--- config.mk ---
export PLATFORM = sky130hd
export DESIGN_NAME = instr_fetch
export DESIGN_NICKNAME = d
export VERILOG_FILES = /design/src/rtl/instr_fetch_pkg.sv /design/src/rtl/fetch_fifo.sv /design/src/rtl/instr_fetch.sv
export SDC_FILE = /design/constraint.sdc
export NUM_CORES = 1
export LEC_CHECK = 0
export ABC_AREA = 1
export CAP_MARGIN = 20
export CORE_UTILIZATION = 45
export DETAILED_ROUTE_END_ITERATION = 10
export PLACE_DENSITY = 0.72
export SLEW_MARGIN = 10
export SYNTH_ARGS = -nofsm -noshare
export SYNTH_HDL_FRONTEND = slang
export SYNTH_SLANG_ARGS = --single-unit
--- constraint.sdc ---
create_clock -name clk -period 2.6 [get_ports clk]
set_clock_uncertainty 0.1 [all_clocks]
set_input_delay 0.26 -clock clk [delete_from_list [all_inputs] [get_ports clk]]
set_output_delay 0.26 -clock clk [all_outputs]
set_load 0.005 [all_outputs]
--- src/rtl/instr_fetch_pkg.sv ---
// Shared constants for the instruction fetch stage.
package instr_fetch_pkg;

    localparam int          ADDR_W    = 32;
    localparam logic [31:0] RESET_PC  = 32'h0000_0000;
    localparam int          INSTR_W   = 32;
    localparam logic [31:0] NOP_INSTR = 32'h0000_0013;

endpackage

--- src/rtl/fetch_fifo.sv ---
// Small fetch buffer: push/pop/flush, occupancy count and a head read from flops.
module fetch_fifo #(
    parameter int DEPTH = 2,
    parameter int WIDTH = 64
) (
    input  logic                       clk,
    input  logic                       rst_n,
    input  logic                       push_i,
    input  logic [WIDTH-1:0]           data_i,
    input  logic                       pop_i,
    input  logic                       flush_i,
    output logic [$clog2(DEPTH):0]     count_o,
    output logic [WIDTH-1:0]           head_o
);

    localparam int PW = $clog2(DEPTH);
    localparam int CW = PW + 1;

    logic [WIDTH-1:0] mem_q [DEPTH];
    logic [PW-1:0]    wr_ptr_q, wr_ptr_d;
    logic [PW-1:0]    rd_ptr_q, rd_ptr_d;
    logic [CW-1:0]    count_q, count_d;
    logic             pop_ok;
    logic             push_ok;

    // Qualify requests so the buffer can never over- or under-run.
    always_comb begin
        pop_ok   = pop_i & (count_q != '0);
        push_ok  = push_i & ((count_q != CW'(DEPTH)) | pop_ok);
        wr_ptr_d = wr_ptr_q;
        rd_ptr_d = rd_ptr_q;
        count_d  = count_q;
        if (flush_i) begin
            wr_ptr_d = '0;
            rd_ptr_d = '0;
            count_d  = '0;
        end else begin
            if (push_ok) wr_ptr_d = wr_ptr_q + PW'(1);
            if (pop_ok)  rd_ptr_d = rd_ptr_q + PW'(1);
            count_d = count_q + CW'(push_ok) - CW'(pop_ok);
        end
    end

    // Pointer/count registers and storage; a flush drops any same-cycle push.
    always_ff @(posedge clk or negedge rst_n) begin
        if (!rst_n) begin
            wr_ptr_q <= '0;
            rd_ptr_q <= '0;
            count_q  <= '0;
            for (int i = 0; i < DEPTH; i++) mem_q[i] <= '0;
        end else begin
            wr_ptr_q <= wr_ptr_d;
            rd_ptr_q <= rd_ptr_d;
            count_q  <= count_d;
            if (push_ok && !flush_i) mem_q[wr_ptr_q] <= data_i;
        end
    end

    assign count_o = count_q;
    assign head_o  = mem_q[rd_ptr_q];

endmodule

--- src/rtl/instr_fetch.sv ---
// Fetch stage: drives the ROM address, tracks the one in-flight read and hands
// {instr, pc} pairs to decode through a small credit-controlled buffer.
module instr_fetch #(
    parameter int                ADDR_W     = instr_fetch_pkg::ADDR_W,
    parameter logic [ADDR_W-1:0] RESET_PC   = ADDR_W'(instr_fetch_pkg::RESET_PC),
    parameter int                FIFO_DEPTH = 2
) (
    input  logic              clk,
    input  logic              rst_n,
    input  logic              fetch_en,
    output logic [ADDR_W-1:0] imem_addr,
    input  logic [31:0]       imem_instr,
    input  logic              redirect_valid,
    input  logic [ADDR_W-1:0] redirect_pc,
    output logic              out_valid,
    input  logic              out_ready,
    output logic [31:0]       out_instr,
    output logic [ADDR_W-1:0] out_pc
);

    import instr_fetch_pkg::*;

    localparam int CW = $clog2(FIFO_DEPTH) + 1;
    localparam int EW = INSTR_W + ADDR_W;

    logic [ADDR_W-1:0] pc_q, pc_d;
    logic              inflight_q, inflight_d;
    logic [ADDR_W-1:0] inflight_pc_q, inflight_pc_d;

    logic [CW-1:0]     count;
    logic [EW-1:0]     head;
    logic [CW:0]       credit_sum;
    logic              pop;
    logic              issue;

    assign pop = out_valid & out_ready;

    // Issue only when the buffer can absorb every word already owed to it.
    always_comb begin
        credit_sum = {1'b0, count} + (CW+1)'(inflight_q) - (CW+1)'(pop);
        issue      = fetch_en & ~redirect_valid & (credit_sum < (CW+1)'(FIFO_DEPTH));
    end

    // Next PC / in-flight tracking; a redirect overrides any issue.
    always_comb begin
        pc_d          = pc_q;
        inflight_d    = 1'b0;
        inflight_pc_d = inflight_pc_q;
        if (redirect_valid) begin
            pc_d = redirect_pc;
        end else if (issue) begin
            inflight_d    = 1'b1;
            inflight_pc_d = pc_q;
            pc_d          = pc_q + ADDR_W'(1);
        end
    end

    // PC and in-flight registers.
    always_ff @(posedge clk or negedge rst_n) begin
        if (!rst_n) begin
            pc_q          <= RESET_PC;
            inflight_q    <= 1'b0;
            inflight_pc_q <= '0;
        end else begin
            pc_q          <= pc_d;
            inflight_q    <= inflight_d;
            inflight_pc_q <= inflight_pc_d;
        end
    end

    // The ROM word is only present for one cycle, so it is pushed unconditionally
    // when in flight; the flush input discards it if a redirect lands the same cycle.
    fetch_fifo #(
        .DEPTH (FIFO_DEPTH),
        .WIDTH (EW)
    ) u_fifo (
        .clk     (clk),
        .rst_n   (rst_n),
        .push_i  (inflight_q),
        .data_i  ({imem_instr, inflight_pc_q}),
        .pop_i   (pop),
        .flush_i (redirect_valid),
        .count_o (count),
        .head_o  (head)
    );

    assign imem_addr = pc_q;
    assign out_valid = (count != '0);
    assign out_instr = head[EW-1 -: INSTR_W];
    assign out_pc    = head[ADDR_W-1:0];

endmodule

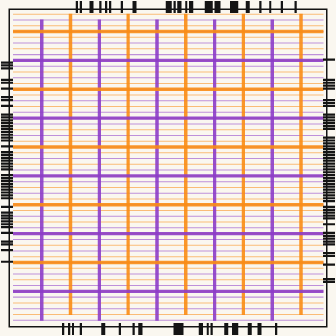
Figure 1: floorplan with the power grid.
Pins as bars on the die edge.
Key: orange = VDD; purple = VSS
10 straps on met5. 166 signal pins sit on the boundary.
Die X: 149 microns
die y size: 149 microns
core area: 21,100 sq um
Peak supply drop: 0.471 mV

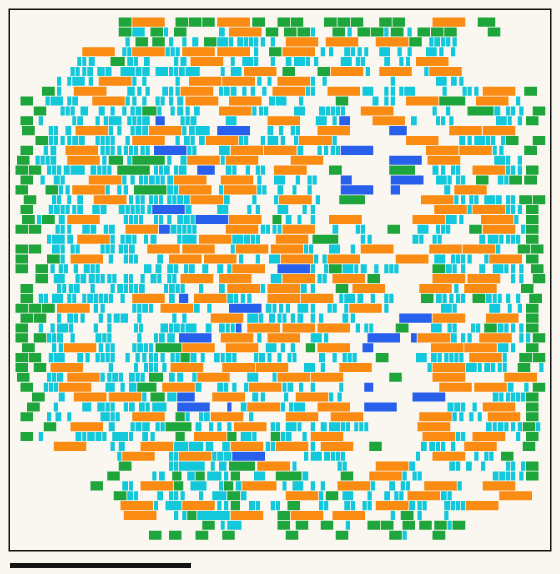
Figure 2: cell classes on the final placement.
The bar under the picture is 50 microns long.
Key: orange = flip-flops [cells 197]; green = other buffers and delay cells [cells 198]; cyan = all other logic [cells 1,003]; blue = clock drivers and dummy loads [cells 31]
sequential share of cell area: 0.395
num rows: 53
Core Util, Final: 0.591
Final Cell Area: 12,500 sq um

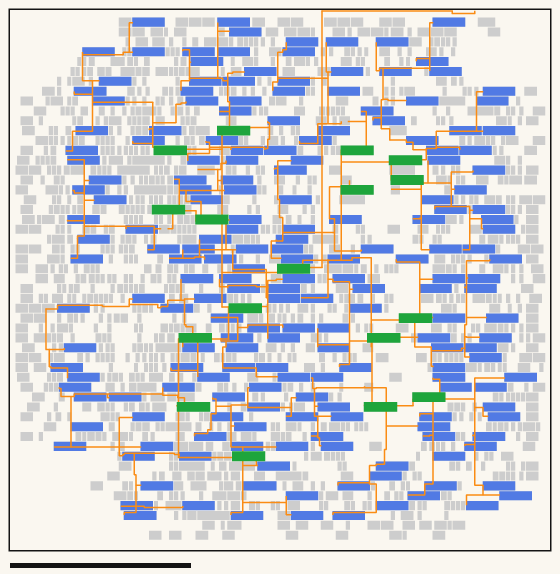
Figure 3: clock wires, drivers and flops.
The bar under the picture is 50 microns long.
Key: blue = flip-flops [count 197]; orange = clock wires [length 2,240 microns]; green = cells driving clock nets [count 17]
Position of the flops: spread over the die.
clock power share: 0.187
Power Clock: 2.45 mW
clk latency late pin: 430 ps

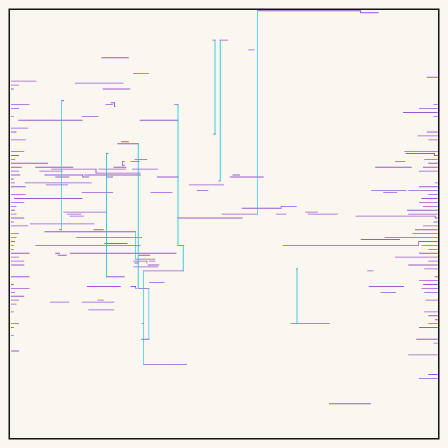
Figure 4: wiring by layer.
Two of the layers only.
Key: cyan = met4 [wire length 427 microns]; purple = met3 [wire length 1,380 microns]
drt total wl: 23,600 microns
DR WL/cell: 13.8 microns
Via Count: 8,281

==> results.json <==
{
  "p_sw_mw": 4.85,
  "path_clk_slew_ps": 70,
  "xor_area_frac": 0,
  "mux_share": 0,
  "warning_count": 30,
  "p_leak_nw": 6.20,
  "drt_iter0_drc": 608,
  "cts_made_buffers": 17,
  "synth.avg_cell_area_sq_um": 7.70,
  "io_pins": 166,
  "diodes": 0,
  "ys_seq_frac": 0.508,
  "tightest_slew_ps": 682,
  "required_ps": 2860,
  "adder_share": 0.00722,
  "path_class": "flip-flop to flip-flop",
  "arrival_ps": 2830,
  "fmax_mhz": 389,
  "critical-path-max-stage-delay_ps": 550,
  "yosysWarnings": 0,
  "root_buffer": "clkbuf_16",
  "syn_inst": 1260,
  "htree_levels": 4,
  "area_growth_pct": 28.5,
  "final_cells": 1704,
  "power_frac_comb": 0.427,
  "place_area_sq_um": 11600,
  "die_area_sq_um": 22200,
  "critPathLaunch": "u_fifo.count_o[1]$_DFF_PN0_",
  "fin_crit_ps": 2570,
  "grt_pass1_vias": 7559,
  "synth_nets": 1334,
  "yosys-stat-area_sq_um": 9710,
  "p_seq_frac": 0.386,
  "fp_util": 0.460,
  "synth_area_sq_um": 9710,
  "swShare": 0.369,
  "ys_ff": 197,
  "finalCritPeriodShare": 0.988,
  "ys_sh_aoi": 0.117,
  "slowest_stage": "fa_1",
  "slew_viol_final": 0,
  "post_route_cells_drive_above_1_share": 0.119,
  "logic_family": "simple AND/OR/NAND/NOR gates",
  "ys_cells": 1260,
  "tritoncts": "yes",
  "hp-class": "primary input to flip-flop",
  "hp-start": "redirect_pc[8]",
  "gp_congestion": 0.870,
  "cts.path.max_buffers": 2,
  "path_buffers": 4,
  "clock_sinks": 197,
  "grt_first_pass_wirelength_microns": 38000,
  "dr.pass1.iters": 6,
  "ant_nets": 0,
  "setup_violations": 0,
  "status": "finished clean",
  "max-cap-violations": 0,
  "ys_sh_simple": 0.271,
  "cp_top_family": "adder cells",
  "hold_viol_final": 0,
  "route.detailed.drc": 0,
  "vias_per_cell": 4.86,
  "reg2reg_from": "u_fifo.count_o[1]$_DFF_PN0_",
  "dpl.hpwl_microns": 15600
}
[power groups by stage]
stage	Combinational, mW	Clock (mW)	Sequential (mW)
global route	6.27	2.63	5.24
global placement	5.15	0	5.05
finish	5.60	2.45	5.07
detailed placement	5.26	0	5.08
floorplan	2.99	0	4.90
CTS	5.28	2.51	5.03
[layout by cell type, fill, tap and decap left out, types with 4 or more instances in the layout]
| master | n |
|---|---|
| buf_4 | 14 |
| nand2_4 | 5 |
| buf_6 | 5 |
| o211ai_1 | 4 |
| buf_12 | 9 |
| clkbuf_8 | 4 |
| nor2_2 | 12 |
| dfrtp_1 | 196 |
| o21ai_2 | 60 |
| clkbuf_16 | 20 |
| inv_1 | 138 |
| o21ai_1 | 8 |
| nor2_4 | 6 |
| nand3_2 | 6 |
| nor2_1 | 62 |
| inv_2 | 7 |
| o21ai_0 | 95 |
| clkinvlp_4 | 4 |
| nand2_2 | 7 |
| nand3_1 | 66 |
| clkdlybuf4s50_1 | 164 |
| a21oi_1 | 17 |
| nand2_1 | 502 |
[worst paths after layout]
kind / end / slack, ps / depth (start not counted)
max in group asynchronous: inflight_pc_q[12]$_DFFE_PN0P_ / 1240 / 3
min in group asynchronous: u_fifo.mem_q[35]$_DFFE_PN0P_ / 330 / 2
min reg2reg: u_fifo.mem_q[106]$_DFFE_PN0P_ / 380 / 2
max reg2reg: imem_addr[18]$_DFFE_PN0P_ / 30 / 15
max: imem_addr[18]$_DFFE_PN0P_ / 30 / 15
min: imem_addr[8]$_DFFE_PN0P_ / 300 / 3
[repair_timing]
| item | in CTS | in global routing |
|---|---|---|
| gates resized | 0 | 58 |
| buffers inserted | 0 | 3 |
| hold endpoints to repair | 78 | 0 |
| hold buffers | 1 | 0 |
| setup endpoints to repair | 0 | 43 |
[routing by layer]
| layer | vias up | global-route usage | wire, microns |
|---|---|---|---|
| met5 | - | 0 | 0 |
| met4 | 0 | 0.0684 | 427 |
| met3 | 29 | 0.0330 | 1380 |
| met2 | 278 | 0.333 | 10700 |
| met1 | 3748 | 0.312 | 11100 |
| li1 | 4226 | - | - |
[per-stage QoR]
step	TNS (ps)	hold WS (ps)	worst slack (ps)	util	power [mW]
floorplan	0	-136	159	-	7.89
global placement	-805	237	-79.0	0.551	10.2
detailed placement	-1690	252	-116	0.551	10.3
CTS	0	285	23.2	0.577	12.8
global route	-1540	306	-86.4	0.591	14.1
finish	0	296	31.2	0.591	13.1
[synth_stat cells (all sizes together)]
master,instances,area (sq um)
or2,1,6.26
clkbuf,13,50.0
nor2,80,313
inv,146,548
dfrtp,197,4930
fa,1,20.0
o21ai,163,1020
nand4,1,6.26
buf,48,342
o211ai,4,30.0
nand2,513,1940
ha,4,50.1
a21oi,17,85.1
nand3,72,360
[flip-flops by register name (all words and copies together), names as in the netlist]
| register | cells |
|---|---|
| u_fifo.count_o | 2 |
| inflight_pc_q | 32 |
| imem_addr | 32 |
| inflight_q | 1 |
| u_fifo.mem_q | 128 |
| u_fifo.wr_ptr_q | 1 |
| u_fifo.rd_ptr_q | 1 |
[area by class of cell]
class	count	area, sq um
tap	275	344
clock inverter	10	75.1
multi-input combinational	857	4000
sequential	197	4930
timing repair buffer	198	2100
inverter	146	551
clock buffer	21	470
fill	1960	8620
Power figures rest on the tool's default switching activity, not on a simulated workload.
